--- src/rtl/quadrature_encoder_gen.sv ---
// Encoder emulator: turns signed step commands into paced Gray-code A/B edges and
// produces timed active-low button presses, tracking the emitted position.
module quadrature_encoder_gen #(
  parameter int STEP_CYCLES      = 1000000,
  parameter int BTN_PRESS_CYCLES = 1000000
) (
  input  logic               clk,
  input  logic               rst,
  input  logic               cmd_valid,
  output logic               cmd_ready,
  input  logic signed [15:0] cmd_steps,
  input  logic               abort,
  input  logic               btn_req,
  output logic               enc_a,
  output logic               enc_b,
  output logic               enc_btn_n,
  output logic               busy,
  output logic               btn_busy,
  output logic               done,
  output logic signed [15:0] position
);

  localparam int SCW = (STEP_CYCLES > 2) ? $clog2(STEP_CYCLES) : 1;
  localparam int BCW = (BTN_PRESS_CYCLES > 2) ? $clog2(BTN_PRESS_CYCLES) : 1;
  localparam logic [SCW-1:0] STEP_LAST = SCW'(STEP_CYCLES - 1);
  localparam logic [BCW-1:0] BTN_LAST  = BCW'(BTN_PRESS_CYCLES - 1);

  localparam logic [0:0] S_IDLE = 1'b0;
  localparam logic [0:0] S_RUN  = 1'b1;

  localparam logic [1:0] B_IDLE  = 2'd0;
  localparam logic [1:0] B_PRESS = 2'd1;
  localparam logic [1:0] B_GUARD = 2'd2;

  function automatic logic [1:0] phase_to_ab(input logic [1:0] ph);
    case (ph)
      2'd0:    return 2'b00;
      2'd1:    return 2'b01;
      2'd2:    return 2'b11;
      default: return 2'b10;
    endcase
  endfunction

  // 17 bits so that -32768 maps to a magnitude of 32768
  function automatic logic [16:0] step_magnitude(input logic signed [15:0] s);
    logic signed [16:0] ext;
    ext = {s[15], s};
    return ext[16] ? $unsigned(-ext) : $unsigned(ext);
  endfunction

  logic [0:0]         state;
  logic [1:0]         phase;
  logic [1:0]         phase_nxt;
  logic signed [15:0] position_nxt;
  logic [16:0]        remaining;
  logic               dir_ccw;
  logic [SCW-1:0]     dwell;

  logic [1:0]         bstate;
  logic [BCW-1:0]     bcnt;

  assign phase_nxt    = dir_ccw ? phase - 2'd1 : phase + 2'd1;
  assign position_nxt = dir_ccw ? position - 16'sd1 : position + 16'sd1;

  always_ff @(posedge clk) begin
    if (rst) begin
      state     <= S_IDLE;
      phase     <= 2'd0;
      position  <= 16'sd0;
      remaining <= 17'd0;
      dir_ccw   <= 1'b0;
      dwell     <= '0;
      done      <= 1'b0;
      busy      <= 1'b0;
      cmd_ready <= 1'b1;
      enc_a     <= 1'b0;
      enc_b     <= 1'b0;
    end else begin
      done <= 1'b0;
      case (state)
        S_IDLE: begin
          if (cmd_valid) begin
            if (cmd_steps == 16'sd0) begin
              done <= 1'b1;
            end else begin
              state     <= S_RUN;
              busy      <= 1'b1;
              cmd_ready <= 1'b0;
              remaining <= step_magnitude(cmd_steps);
              dir_ccw   <= cmd_steps[15];
              dwell     <= '0;
            end
          end
        end
        default: begin
          // Abort takes priority over a step due on the same cycle
          if (abort || remaining == 17'd0) begin
            state     <= S_IDLE;
            busy      <= 1'b0;
            cmd_ready <= 1'b1;
            done      <= 1'b1;
          end else if (dwell == STEP_LAST) begin
            dwell          <= '0;
            remaining      <= remaining - 17'd1;
            phase          <= phase_nxt;
            position       <= position_nxt;
            {enc_a, enc_b} <= phase_to_ab(phase_nxt);
          end else begin
            dwell <= dwell + 1'b1;
          end
        end
      endcase
    end
  end

  always_ff @(posedge clk) begin
    if (rst) begin
      bstate    <= B_IDLE;
      bcnt      <= '0;
      enc_btn_n <= 1'b1;
      btn_busy  <= 1'b0;
    end else begin
      case (bstate)
        B_IDLE: begin
          if (btn_req) begin
            bstate    <= B_PRESS;
            bcnt      <= '0;
            enc_btn_n <= 1'b0;
            btn_busy  <= 1'b1;
          end
        end
        B_PRESS: begin
          if (bcnt == BTN_LAST) begin
            bstate    <= B_GUARD;
            bcnt      <= '0;
            enc_btn_n <= 1'b1;
          end else begin
            bcnt <= bcnt + 1'b1;
          end
        end
        B_GUARD: begin
          if (bcnt == BTN_LAST) begin
            bstate   <= B_IDLE;
            bcnt     <= '0;
            btn_busy <= 1'b0;
          end else begin
            bcnt <= bcnt + 1'b1;
          end
        end
        default: begin
          bstate    <= B_IDLE;
          bcnt      <= '0;
          enc_btn_n <= 1'b1;
          btn_busy  <= 1'b0;
        end
      endcase
    end
  end

endmodule

--- config.mk ---
export PLATFORM = sky130hd
export DESIGN_NAME = quadrature_encoder_gen
export DESIGN_NICKNAME = d
export VERILOG_FILES = /design/src/rtl/quadrature_encoder_gen.sv
export SDC_FILE = /design/constraint.sdc
export NUM_CORES = 1
export LEC_CHECK = 0
export ABC_CLOCK_PERIOD_IN_PS = 2620
export CAP_MARGIN = 20
export CORE_MARGIN = 3
export CORE_UTILIZATION = 30
export DETAILED_ROUTE_END_ITERATION = 7
export GPL_ROUTABILITY_DRIVEN = 0
export PLACE_DENSITY = 0.45
export SETUP_SLACK_MARGIN = 0.3
export SYNTH_ARGS = -nofsm -noshare
export SYNTH_HDL_FRONTEND = slang
export SYNTH_SLANG_ARGS = --single-unit
--- constraint.sdc ---
create_clock -name clk -period 2.62 [get_ports clk]
set_input_delay 0.393 -clock clk [delete_from_list [all_inputs] [get_ports clk]]
set_output_delay 0.393 -clock clk [all_outputs]
set_load 0.05 [all_outputs]
Fig. 1: met1 routing
Scale: 3 px per um. Cells faint in the background.
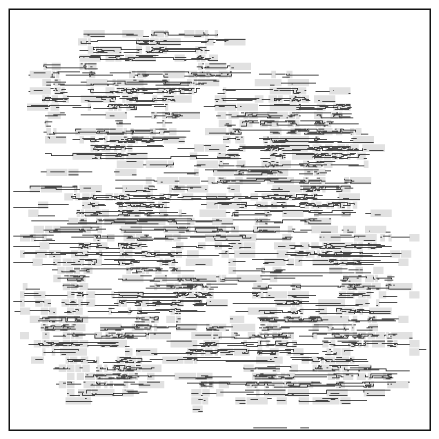
nets with wire on the layer	788
wire length on this layer	7840 um
share of all routed wire	49%
longest straight run	28.1 um
main direction	horizontal
drt total wl: 15940 um
met1 GRT Util: 21.29%
DR vias: 5423

Fig. 2: the metal 2 layer
Scale: 3 px per um.
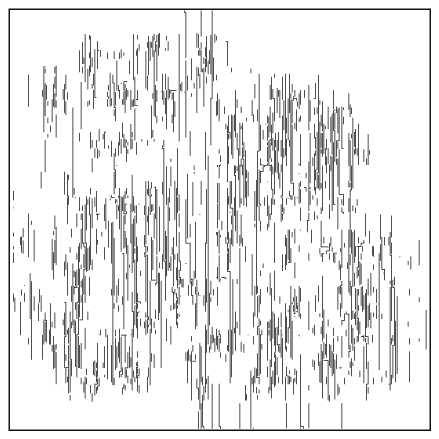
share of all routed wire	45%
main direction	vertical
longest straight run	62.9 um
wire length on this layer	7220 um
met2 usage in global routing: 24.66%

Fig. 3: the metal 3 layer
Scale: 2 px per um. Cells faint in the background.
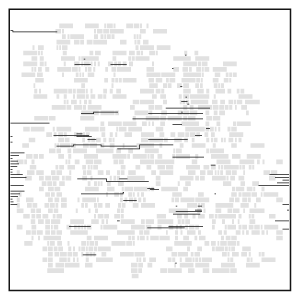
longest straight run	35.0 um
main direction	horizontal
share of all routed wire	3.7%
wire length on this layer	594 um
global-route met3 utilization: 2.646%

Fig. 4: M4 wires
Scale: 2 px per um. Cells faint in the background.
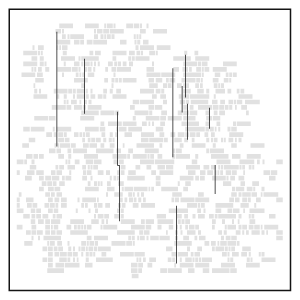
share of all routed wire	1.8%
wire length on this layer	289 um
nets with wire on the layer	7

Fig. 5: routing congestion map
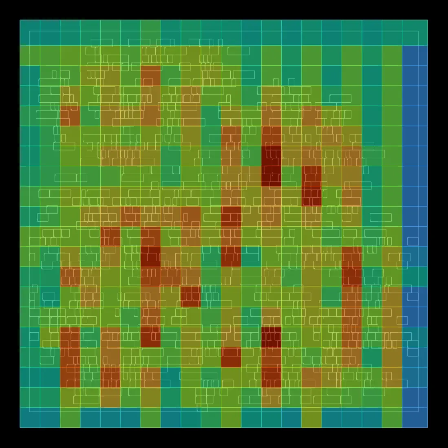
routed len/inst: 15.42 um
total routing resource utilization after global routing: 15.61%

==> flow_summary.toml <==
# implementation run metrics
[worst_setup_path]
critical_path.n_buffers_inverters = 3
critical_path_depth = 10
critical_path_arrival_ps = 2680
critical_path.max_fanout = 5
path_cells = "inv_2 > ha_4 > nor3b_4 > and4b_2 > a2111oi_4 > buf_4 > nor2_4 > buf_12 > or4_4 > a31oi_1"
crit_required_ps = 2900
timing.setup.critical_path_class = "register to register"
r2r_start = "remaining[0]$_SDFFE_PP0P_"
critical_path.startpoint = "remaining[0]$_SDFFE_PP0P_"
reg2reg_to = "remaining[15]$_SDFFE_PP0P_"
critPathMaxStageDelay_ps = 400

[yosys]
synthesis.yosys.warnings = 0
yosysUniqueCellTypes = 68
postSynthSeqShare_pct = 32.04
synth_stat.cells = 683
synth.yosys.chip_area_mm2 = 0.005373
synth_top_cell_by_area = "sky130_fd_sc_hd__dfxtp_1"
synth.area.mux_share_pct = 1.141
postSynth.topFlopCell = "sky130_fd_sc_hd__dfxtp_1"
yosys.cell_count.top_type = "sky130_fd_sc_hd__dfxtp_1"
netlist.area_leader.share_pct = 32.04
synth_flop_count = 86
yosys.area_share.xor_xnor_pct = 6.195
synth_top_cells_by_count = "sky130_fd_sc_hd__dfxtp_1 (86), sky130_fd_sc_hd__a21oi_1 (69), sky130_fd_sc_hd__nand2_1 (69)"
post_synth.cell_area_avg_um2 = 7.866
post_synth_and_or_nand_nor_area_fraction_pct = 26.39
asyncSetResetFlopFracSynth_pct = 0
post_syn_instances = 683
largest_logic_family = "simple AND/OR/NAND/NOR gates"

[min_path]
classification_of_the_worst_slack_hold_path = "primary input to register"
number_of_cells_on_the_worst_hold_path = 3
worstHoldStart = "rst"

[layout]
logic_area_mm2 = 0.003694
nNonClkBuffers = 144
portion_of_the_layout_cell_area_used_by_clock_cells_pct = 3.811
area.sequential_mm2 = 0.001742
final_standard_cell_count_with_taps_included_and_fillers_excluded = 1034
layout_top_cells_excl_fill_tap = "sky130_fd_sc_hd__buf_4 (81), sky130_fd_sc_hd__dfxtp_1 (76), sky130_fd_sc_hd__nand2_1 (67), sky130_fd_sc_hd__nor2_1 (65), sky130_fd_sc_hd__a21oi_1 (60)"
buffer_area_share_pct = 18.52
finalCoreUtilization_pct = 42.79
final.fill_count = 1750
sh_seq_area_pct = 23.37
n_clock_buffer = 9
insertedDiodeCount = 0
number_of_sequential_storage_elements = 86
sh_comb_area_pct = 49.56
drive_gt1_share_pct = 26.08

[power_and_ir_drop]
pwr.group.sequential_mw = 1.38
pwr-share-clk_pct = 37.1
p_comb_uw = 722
total_power_mw = 3.345
power.clock.total_mw = 1.24
sequentialPowerShare_pct = 41.3
power.ir.vdd_worst_mv = 0.3126
power_density_mw_per_mm2 = 448.9
cellInternalPower_mw = 2.343
netsw_mw = 1.002
power_share_of_the_combinational_group_pct = 21.6

[global_routing]
grt_antenna_before_repair = 0
grt_pass1_vias = 5137
top_usage_layer = "met2"
grt-ovfl-total = 0
grt_max_degree = 41
grt_pass1_wl_um = 25580

[timing]
period_needed_ps = 2399
worst_hold_slack_ps = 426.2
setup_tns_final_ps = 0
highest_achievable_clock_rate_mhz = 416.8
slew_violations = 0
layout_setup_ws_ps = 220.8
setup_viol = 0
worst_slew_pin_slew_ps = 567.1
finalCritPeriodShare_pct = 91.57

[die]
die-height_um = 139.8
dieWidth_um = 139.8
pin_count = 44
n_tap_cell = 225
floorplan.rows = 48

[clock_tree]
sinks_on_clock_net = 86
post_cts_clock_slew_at_the_launch_and_capture_registers_of_the_worst_setup_and_hold_paths_ps = 70
max-clock-path-buffers = 2
clkLatencyLatePin_ps = 350
cts_root_buf = "sky130_fd_sc_hd__clkbuf_16"
cts-buffers-inserted = 9
cts.repair_timing.setup_buffer_count = 25

[flow_run]
maxCapViolCount = 0
openroad.warnings = 31

[route]
wl_met3_um = 593
dr.first_iter.drc_count = 271
detail-route-antenna-nets = 0
drt_drc = 0
detailroute.wirelength.met2_um = 7219

[place]
post-place-ws_ps = -283.3
io_buffers = 43
place.detailed.instances = 975
dpl_cell_area_mm2 = 0.006445

[run_status]
outcome = "complete, no violations"
No activity file was given, so power comes from the tool's default toggle rates.
